**src/rtl/csm_pkg.sv**
```systemverilog
// csm_pkg: shared types and helpers for the controlled shared memory (CSM) block.
//   cmd_t          - per-processor command encoding (NOP, READ, WRITE, HOLD, RELEASE)
//   lock_t         - lock ownership state (FREE, HELD_A, HELD_B)
//   NUM_REGS_DEF   - default register count
//   DATA_W_DEF     - default register width
//   cmds_conflict  - true when two simultaneous commands must be serialized
package csm_pkg;

    localparam int unsigned NUM_REGS_DEF = 4;
    localparam int unsigned DATA_W_DEF   = 8;

    typedef enum logic [2:0] {
        CmdNop     = 3'd0,
        CmdRead    = 3'd1,
        CmdWrite   = 3'd2,
        CmdHold    = 3'd3,
        CmdRelease = 3'd4
    } cmd_t;

    typedef enum logic [1:0] {
        LockFree  = 2'd0,
        LockHeldA = 2'd1,
        LockHeldB = 2'd2
    } lock_t;

    function automatic logic is_lock_cmd(input logic [2:0] cmd);
        return (cmd == CmdHold) || (cmd == CmdRelease);
    endfunction

    function automatic logic is_rw_cmd(input logic [2:0] cmd);
        return (cmd == CmdRead) || (cmd == CmdWrite);
    endfunction

    // Commands that are subject to the lock; NOP and undefined encodings are not.
    function automatic logic is_active_cmd(input logic [2:0] cmd);
        return is_lock_cmd(cmd) || is_rw_cmd(cmd);
    endfunction

    // Two lock commands always collide on the lock state; a write collides with any
    // read or write of the same register.
    function automatic logic cmds_conflict(input logic [2:0] cmd_a,
                                           input logic [2:0] cmd_b,
                                           input logic       same_addr);
        logic lock_pair;
        logic rw_pair;
        lock_pair = is_lock_cmd(cmd_a) && is_lock_cmd(cmd_b);
        rw_pair   = same_addr &&
                    (((cmd_a == CmdWrite) && is_rw_cmd(cmd_b)) ||
                     ((cmd_b == CmdWrite) && is_rw_cmd(cmd_a)));
        return lock_pair || rw_pair;
    endfunction

endpackage

```
**src/rtl/csm_lock_arb.sv**
```systemverilog
// csm_lock_arb: lock ownership FSM plus round-robin grant between ports A and B.
// Ports:
//   clk, reset            - clock, synchronous active-high reset
//   a_req/a_cmd/a_addr    - port A command request
//   b_req/b_cmd/b_addr    - port B command request
//   grant_a, grant_b      - command executes on this clock edge
//   err_a, err_b          - granted command is rejected (lock violation / bad address)
//   lock_owner            - current lock_t state
module csm_lock_arb
    import csm_pkg::*;
#(
    parameter int unsigned NUM_REGS = NUM_REGS_DEF
) (
    input  logic                        clk,
    input  logic                        reset,
    input  logic                        a_req,
    input  logic [2:0]                  a_cmd,
    input  logic [$clog2(NUM_REGS)-1:0] a_addr,
    input  logic                        b_req,
    input  logic [2:0]                  b_cmd,
    input  logic [$clog2(NUM_REGS)-1:0] b_addr,
    output logic                        grant_a,
    output logic                        grant_b,
    output logic                        err_a,
    output logic                        err_b,
    output logic [1:0]                  lock_owner
);

    lock_t lock_q, lock_d;
    logic  prio_q, prio_d;  // 0: A wins the next conflict, 1: B wins
    logic  conflict;
    logic  oor_a, oor_b;

    always_comb begin
        conflict = a_req && b_req && cmds_conflict(a_cmd, b_cmd, a_addr == b_addr);
        grant_a  = a_req && (!conflict || !prio_q);
        grant_b  = b_req && (!conflict || prio_q);
        // Loser of a conflict becomes the priority port so it cannot be starved.
        prio_d   = conflict ? ~prio_q : prio_q;

        oor_a = is_rw_cmd(a_cmd) && (32'(a_addr) >= NUM_REGS);
        oor_b = is_rw_cmd(b_cmd) && (32'(b_addr) >= NUM_REGS);
        err_a = grant_a && (((lock_q == LockHeldB) && is_active_cmd(a_cmd)) || oor_a);
        err_b = grant_b && (((lock_q == LockHeldA) && is_active_cmd(b_cmd)) || oor_b);

        lock_d = lock_q;
        case (lock_q)
            LockFree: begin
                // HOLD from both ports is a conflict, so at most one can be granted here.
                if (grant_a && !err_a && (a_cmd == CmdHold)) begin
                    lock_d = LockHeldA;
                end else if (grant_b && !err_b && (b_cmd == CmdHold)) begin
                    lock_d = LockHeldB;
                end
            end
            LockHeldA: begin
                if (grant_a && !err_a && (a_cmd == CmdRelease)) begin
                    lock_d = LockFree;
                end
            end
            LockHeldB: begin
                if (grant_b && !err_b && (b_cmd == CmdRelease)) begin
                    lock_d = LockFree;
                end
            end
            default: lock_d = LockFree;
        endcase
    end

    always_ff @(posedge clk) begin
        if (reset) begin
            lock_q <= LockFree;
            prio_q <= 1'b0;
        end else begin
            lock_q <= lock_d;
            prio_q <= prio_d;
        end
    end

    assign lock_owner = lock_q;

endmodule

```
**src/rtl/csm_ctrl.sv**
```systemverilog
// csm_ctrl: dual-port controlled shared memory with hold/release locking.
// Ports:
//   clk, reset                    - clock, synchronous active-high reset
//   a_req/a_cmd/a_addr/a_wdata    - port A command, held until a_ack
//   a_ack/a_rdata/a_err           - port A registered response (one-cycle pulse)
//   b_*                           - same for port B
//   lock_owner                    - lock_t ownership state
//   err_count                     - saturating count of rejected commands
module csm_ctrl
    import csm_pkg::*;
#(
    parameter int unsigned NUM_REGS = NUM_REGS_DEF,
    parameter int unsigned DATA_W   = DATA_W_DEF
) (
    input  logic                        clk,
    input  logic                        reset,
    input  logic                        a_req,
    input  logic [2:0]                  a_cmd,
    input  logic [$clog2(NUM_REGS)-1:0] a_addr,
    input  logic [DATA_W-1:0]           a_wdata,
    output logic                        a_ack,
    output logic [DATA_W-1:0]           a_rdata,
    output logic                        a_err,
    input  logic                        b_req,
    input  logic [2:0]                  b_cmd,
    input  logic [$clog2(NUM_REGS)-1:0] b_addr,
    input  logic [DATA_W-1:0]           b_wdata,
    output logic                        b_ack,
    output logic [DATA_W-1:0]           b_rdata,
    output logic                        b_err,
    output logic [1:0]                  lock_owner,
    output logic [7:0]                  err_count
);

    logic              grant_a, grant_b, err_a, err_b;
    logic [DATA_W-1:0] mem_q [NUM_REGS];
    logic              a_wr, b_wr;
    logic [DATA_W-1:0] a_rdata_d, b_rdata_d;
    logic              a_ack_q, b_ack_q, a_err_q, b_err_q;
    logic [DATA_W-1:0] a_rdata_q, b_rdata_q;
    logic [1:0]        err_inc;
    logic [8:0]        err_sum;
    logic [7:0]        err_count_q, err_count_d;

    csm_lock_arb #(
        .NUM_REGS (NUM_REGS)
    ) u_lock_arb (
        .clk        (clk),
        .reset      (reset),
        .a_req      (a_req),
        .a_cmd      (a_cmd),
        .a_addr     (a_addr),
        .b_req      (b_req),
        .b_cmd      (b_cmd),
        .b_addr     (b_addr),
        .grant_a    (grant_a),
        .grant_b    (grant_b),
        .err_a      (err_a),
        .err_b      (err_b),
        .lock_owner (lock_owner)
    );

    always_comb begin
        a_wr = grant_a && !err_a && (a_cmd == CmdWrite);
        b_wr = grant_b && !err_b && (b_cmd == CmdWrite);
        // Reads see the register contents before this edge's write.
        a_rdata_d = (grant_a && !err_a && (a_cmd == CmdRead)) ? mem_q[a_addr] : '0;
        b_rdata_d = (grant_b && !err_b && (b_cmd == CmdRead)) ? mem_q[b_addr] : '0;

        err_inc     = {1'b0, err_a} + {1'b0, err_b};
        err_sum     = {1'b0, err_count_q} + 9'(err_inc);
        err_count_d = err_sum[8] ? 8'hFF : err_sum[7:0];
    end

    // Same-address writes from both ports are serialized by the arbiter.
    always_ff @(posedge clk) begin
        if (reset) begin
            mem_q <= '{default: '0};
        end else begin
            if (a_wr) mem_q[a_addr] <= a_wdata;
            if (b_wr) mem_q[b_addr] <= b_wdata;
        end
    end

    always_ff @(posedge clk) begin
        if (reset) begin
            a_ack_q     <= 1'b0;
            b_ack_q     <= 1'b0;
            a_err_q     <= 1'b0;
            b_err_q     <= 1'b0;
            a_rdata_q   <= '0;
            b_rdata_q   <= '0;
            err_count_q <= '0;
        end else begin
            a_ack_q     <= grant_a;
            b_ack_q     <= grant_b;
            a_err_q     <= err_a;
            b_err_q     <= err_b;
            a_rdata_q   <= a_rdata_d;
            b_rdata_q   <= b_rdata_d;
            err_count_q <= err_count_d;
        end
    end

    assign a_ack     = a_ack_q;
    assign b_ack     = b_ack_q;
    assign a_err     = a_err_q;
    assign b_err     = b_err_q;
    assign a_rdata   = a_rdata_q;
    assign b_rdata   = b_rdata_q;
    assign err_count = err_count_q;

endmodule
```
**config.mk**
```make
export PLATFORM = sky130hd
export DESIGN_NAME = csm_ctrl
export DESIGN_NICKNAME = d
export VERILOG_FILES = /design/src/rtl/csm_pkg.sv /design/src/rtl/csm_lock_arb.sv /design/src/rtl/csm_ctrl.sv
export SDC_FILE = /design/constraint.sdc
export NUM_CORES = 1
export LEC_CHECK = 0
export CAP_MARGIN = 20
export CORE_UTILIZATION = 48
export CTS_CLUSTER_SIZE = 28
export DETAILED_ROUTE_END_ITERATION = 8
export GPL_TIMING_DRIVEN = 0
export PLACE_DENSITY = 0.77
export SLEW_MARGIN = 20
export SYNTH_ARGS = -nofsm -noshare
export SYNTH_HDL_FRONTEND = slang
export SYNTH_SLANG_ARGS = --single-unit
```
**constraint.sdc**
```tcl
create_clock -name clk -period 3.5 [get_ports clk]
set_clock_uncertainty 0.2 [all_clocks]
set_input_delay 0.525 -clock clk [delete_from_list [all_inputs] [get_ports clk]]
set_output_delay 0.525 -clock clk [all_outputs]
set_load 0.02 [all_outputs]
```
Fig. 1: run 1, wiring by layer
Scale bar: 20 um. Only two layers are drawn.
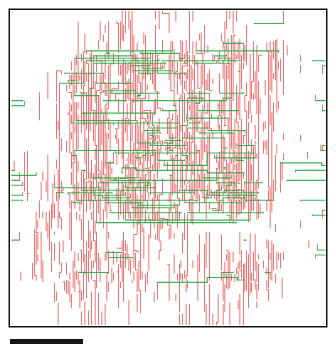
layer	colour	wire length
metal 3	green	1,190 um
metal 2	red	4,750 um
total vias in the final route: 3,504
wire per inst: 19.7 um
Tot GR Track Use: 29.1%
Post-Route WL: 10,500 um

Fig. 2: run 1, cells coloured by class
Fill, decap, tap and diode cells in grey.
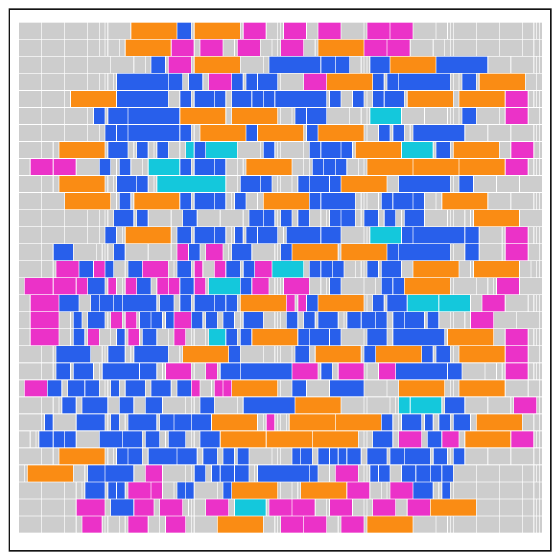
class	colour	cells	share of their area
combinational and other logic	blue	267	47%
sequential cells	orange	63	30%
clock drivers and dummy loads	cyan	15	4.7%
remaining buffers and delay cells	magenta	92	19%
post-route cell area: 4360 um2
flop share of the area: 28.9%
row count: 30
Core Util, Final: 63.8%

==> flow_summary.toml, run 1 <==
# physical design summary
[final_timing]
slew_headroom_pct = 26.7
setup_ws_ps = 182
drv_slew = 0
hold-worst-slack_ps = 320
setup_violations = 0
tightest_slew_ps = 1090
rsz0062_at_grt = "false"
period_minus_slack_ps = 3320
hold_violations = 0
period_used_pct = 94.8
fmax_ghz = 0.301

[placement]
dpl-instance-area_um2 = 4110
dpl.hpwl_um = 6920
placed_cells = 514
dp_slack_ps = -817
portBuffers = 58
gp_congestion = 0.948

[critical_path]
cp_cell_sequence = "dlygate4sd2_1 > and3b_1 > o221a_2 > a21oi_4 > buf_6 > nand2_1 > or2_2 > fa_2 > inv_1 > ha_2 > and4_4 > nand4_1 > buf_4 > a21oi_1"
crit_path_start_kind = "primary input"
worstPathArrival_ps = 3400
rr_endpoint = "err_count[0]$_SDFF_PP0_"
startpoint = "a_cmd[2]"
crit_family = "simple AND/OR/NAND/NOR gates"
cpPeakStageDelay_ps = 370
r2r_setup_slack_ps = 510
worstSetupEndpoint = "err_count[0]$_SDFF_PP0_"
cp-end-kind = "flop"
required_ps = 3580
crit_type = "in2reg"

[detailed_routing]
drt-met1-wl_um = 4160
wl_met3_um = 1190
drc = 0
routed.top_layer = "met4"
viasPerCell = 6.57
drt_iter0_markers = 399
met2_length_um = 4750
postRouteAntennaNets = 0

[global_routing]
antenna_found_initial = 0
use_met1_pct = 37.3
gr-total-overflow = 0
grt_pass1_wl_um = 16400
grt_start_max_net_pins = 11
busiest_layer = "met2"
grt_util_met3_pct = 8.57
grt_pass1_vias = 3271
use_met2_pct = 45.0

[yosys]
top_cells_by_count = "63 x dfxtp_1, 37 x nor3_1, 35 x o21ai_0, 30 x a311oi_1, 26 x nand3_1"
netlist_area_um2 = 3410
async_flop_share_pct = 0
ys_seq_elements = 63
area_leaders = "dfxtp_1 37%, mux4_2 11%, a311oi_1 7.7%, nor3_1 5.4%, o21ai_0 5.1%"
yosysMostFrequentCell = "dfxtp_1"
ys_chip_area_um2 = 3410
largest_area_cell = "dfxtp_1"
synth_cells = 360
synthFlopType = "dfxtp_1"
yosysTopAreaCellShare_pct = 37.0
avgSynthCellArea_um2 = 9.47
edf_count = 0
ys_warn_count = 0
yosysCellCount = 360

[run]
max_cap_violations = 0
tool_warnings = 26

[clocking]
cts.path.max_buffers = 2
clkSlewWorstSetupHoldPaths_ps = 70
cts_max_level = 3
clock-sinks = 63
cts_tree = "done"
postCtsHoldBufs = 0
root_buffer = "clkbuf_8"
cts-buffers-inserted = 9
cts.repair.resized = 8
postCtsSetupRepairBufs = 2

[pwr]
p_sw_mw = 0.401
powerSeq_mw = 0.735
comb_power_share_pct = 11.3
leakagePower_nw = 1.45
switching_share_pct = 25.6
comb_power_mw = 0.178
power-top-group = "sequential cells"
p_total_mw = 1.57
p_seq_share_pct = 46.9
p_per_area_nw_per_um2 = 360
vdd_drop_max_mv = 0.214

[die]
dieArea_um2 = 7450
die_w_um = 86.3
num_io_pins = 60
die_height_um = 86.3
coreArea_um2 = 6830
fp_util_pct = 49.9

[finish]
final_cells = 533
final_common_cell = "dfxtp_1"
area_delta_synth_final_pct = 27.8
register_area_um2 = 1260
n_antenna_cell = 0
fin_nets = 465
lay_top_cells = "63 x dfxtp_1, 48 x clkdlybuf4s50_1, 37 x nor3_1, 35 x o21ai_0, 30 x a311oi_1"
nFillCells = 593
comb_area_um2 = 1970

[hold_path]
min_path_cells = 2
hp-class = "reg2reg"
min_to = "u_lock_arb.prio_q$_SDFFE_PP0N_"
holdCritStartpoint = "u_lock_arb.prio_q$_SDFFE_PP0N_"

[status]
status = "finished clean"
Fig. 3: run 1, clock distribution
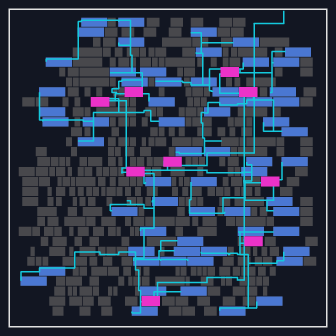
[clock wires] cyan | length: 867 um
[clock drivers] magenta | count: 9
[flip-flops] blue | count: 63
flops lie	all over the die
routed clock nets	10
Clk power: 0.655 mW
clk latency late pin: 350 ps
clock share of power: 41.8%

run 1: area by class of cell:
type | count | area share (%)
multi-input combinational | 263 | 45.3
sequential | 63 | 28.9
timing repair buffer | 63 | 14.2
buffer | 29 | 3.93
clock buffer | 12 | 3.56
tap | 96 | 2.76
clock inverter | 3 | 0.976
inverter | 4 | 0.344
run 1: cells by family (layout without fill, tap and decap cells):
| group | count (synthesis) | count (layout) | share of synthesized area (%) |
|---|---|---|---|
| fa+ha+maj | 2 | 2 | 0.954 |
| xor+xnor | 6 | 6 | 1.54 |
| mux | 17 | 17 | 10.9 |
| buf+inv | 34 | 111 | 5.50 |
| compound gates | 89 | 89 | 18.8 |
| flops | 63 | 63 | 37.0 |
| simple gates | 149 | 149 | 25.3 |
Fig. 4: run 1, floorplan with the power grid
Scale bar: 20 um. Pins as bars on the die edge.
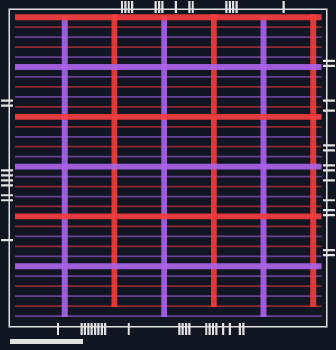

## Run 2: what changed since run 1
==> constraint.sdc (replaced) <==
create_clock -name clk -period 3.5 [get_ports clk]
set_clock_uncertainty 0.2 [all_clocks]
set_input_delay 0.7 -clock clk [delete_from_list [all_inputs] [get_ports clk]]
set_output_delay 0.7 -clock clk [all_outputs]
set_load 0.02 [all_outputs]
Fig. 5: run 2, floorplan with the power grid
Scale bar: 20 um. Pins as bars on the die edge.
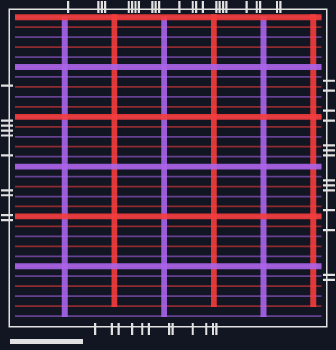
net	colour
VSS	purple
VDD	red
met5 straps	6
met4 straps	6
met1 rails	31
chip height: 86.3 um
core box area: 6830 um2
VDD IR-drop max: 0.159 mV

Fig. 6: run 2, wiring by layer
Scale bar: 20 um. Only two layers are drawn.
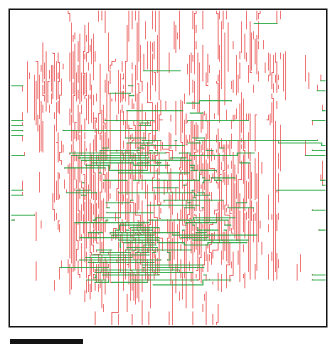
layer	colour	wire length
metal 3	green	1,190 um
metal 2	red	4,650 um
Tot GR Track Use: 28.8%
wire per inst: 19.7 um
Post-Route WL: 10,400 um

==> run 2 against run 1 <==
Synthesized cell count did not move. Critical path depth fell by 1. Largest power group unchanged. Highest routed layer unchanged. Power fell by 5.9%. Core utilization fell by 0.62 points. Register-to-register slack barely moved. Combinational power rose by 2%.
==> flow_summary.toml, run 2 <==
# physical design summary
[yosys]
largest_area_cell = "dfxtp_1"
edf_count = 0
netlist_area_um2 = 3410
ys_warn_count = 0
ys_chip_area_um2 = 3410
top_cells_by_count = "63 x dfxtp_1, 37 x nor3_1, 35 x o21ai_0, 30 x a311oi_1, 26 x nand3_1"
synthFlopType = "dfxtp_1"
yosysTopAreaCellShare_pct = 37.0
synth_cells = 360
area_leaders = "dfxtp_1 37%, mux4_2 11%, a311oi_1 7.7%, nor3_1 5.4%, o21ai_0 5.1%"

[pwr]
p_per_area_nw_per_um2 = 342
comb_power_share_pct = 12.3
p_seq_share_pct = 49.8
p_sw_mw = 0.383
comb_power_mw = 0.182
switching_share_pct = 25.9
leakagePower_nw = 1.42
power-top-group = "sequential cells"

[global_routing]
grt_start_max_net_pins = 11
use_met2_pct = 44.4
busiest_layer = "met2"
grt_util_met3_pct = 7.81
use_met1_pct = 36.1
grt_pass1_vias = 3298
gr-total-overflow = 0

[detailed_routing]
num_vias = 3407
drt_iter0_markers = 349
drt-met1-wl_um = 4090
met2_length_um = 4650
postRouteAntennaNets = 0
wl_met3_um = 1190

[placement]
dp_slack_ps = -835
placed_cells = 514

[critical_path]
cpPeakStageDelay_ps = 370
worstPathArrival_ps = 3420
rr_endpoint = "err_count[1]$_SDFF_PP0_"
startpoint = "a_addr[0]"
crit_path_start_kind = "primary input"
required_ps = 3570
cp-end-kind = "flop"

[final_timing]
period_used_pct = 95.8
rsz0062_at_grt = "false"
setup_violations = 0
slew_headroom_pct = 53.2
tightest_slew_ps = 702
setup_ws_ps = 148
hold-worst-slack_ps = 320
drv_slew = 0
hold_violations = 0

[clocking]
insertion_delay_ps = 350
cts-buffers-inserted = 9
cts.path.max_buffers = 2
root_buffer = "clkbuf_8"
clkSlewWorstSetupHoldPaths_ps = 60
postCtsSetupRepairBufs = 4
postCtsHoldBufs = 0
clock-sinks = 63

[run]
max_cap_violations = 0

[finish]
final_common_cell = "dfxtp_1"
fin_nets = 464
fin_util_pct = 63.2
final_cell_area_um2 = 4320
n_antenna_cell = 0
area_delta_synth_final_pct = 26.6

[die]
dieArea_um2 = 7450
fp_util_pct = 49.9
rows = 30

[hold_path]
holdCritStartpoint = "mem_q[19]$_SDFF_PP0_"
hp-class = "reg2reg"
min_path_cells = 2
min_to = "mem_q[19]$_SDFF_PP0_"

[status]
status = "finished clean"
Fig. 7: run 2, clock distribution
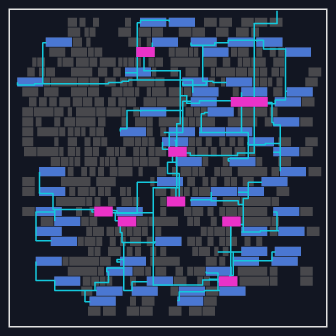
[clock wires] cyan | length: 854 um
[flip-flops] blue | count: 63
[clock drivers] magenta | count: 9
routed clock nets	10
Clk power: 0.559 mW
clock share of power: 37.9%

[run 2: cell counts after synthesis]
No cell type changed its count.
[run 2: cells by family after synthesis]
kind of cell	after synthesis	synth area share (%)
muxes	17	10.9
adders and majority gates	2	0.954
xor gates and xnor gates	6	1.54
and+or+nand+nor	149	25.3
AOI/OAI and AO/OA	89	18.8
buffers and inverters	34	5.50
DFF	63	37.0
[run 2: cell type report]
| class | instances | area [um2] |
|---|---|---|
| tap | 96 | 120 |
| buffer | 29 | 171 |
| clock inverter | 1 | 5.00 |
| multi-input combinational | 263 | 2000 |
| fill | 576 | 2510 |
| clock buffer | 13 | 159 |
| timing repair buffer | 62 | 582 |
| sequential | 63 | 1260 |
| inverter | 4 | 15.0 |
Power is estimated from default activity; no workload was simulated.
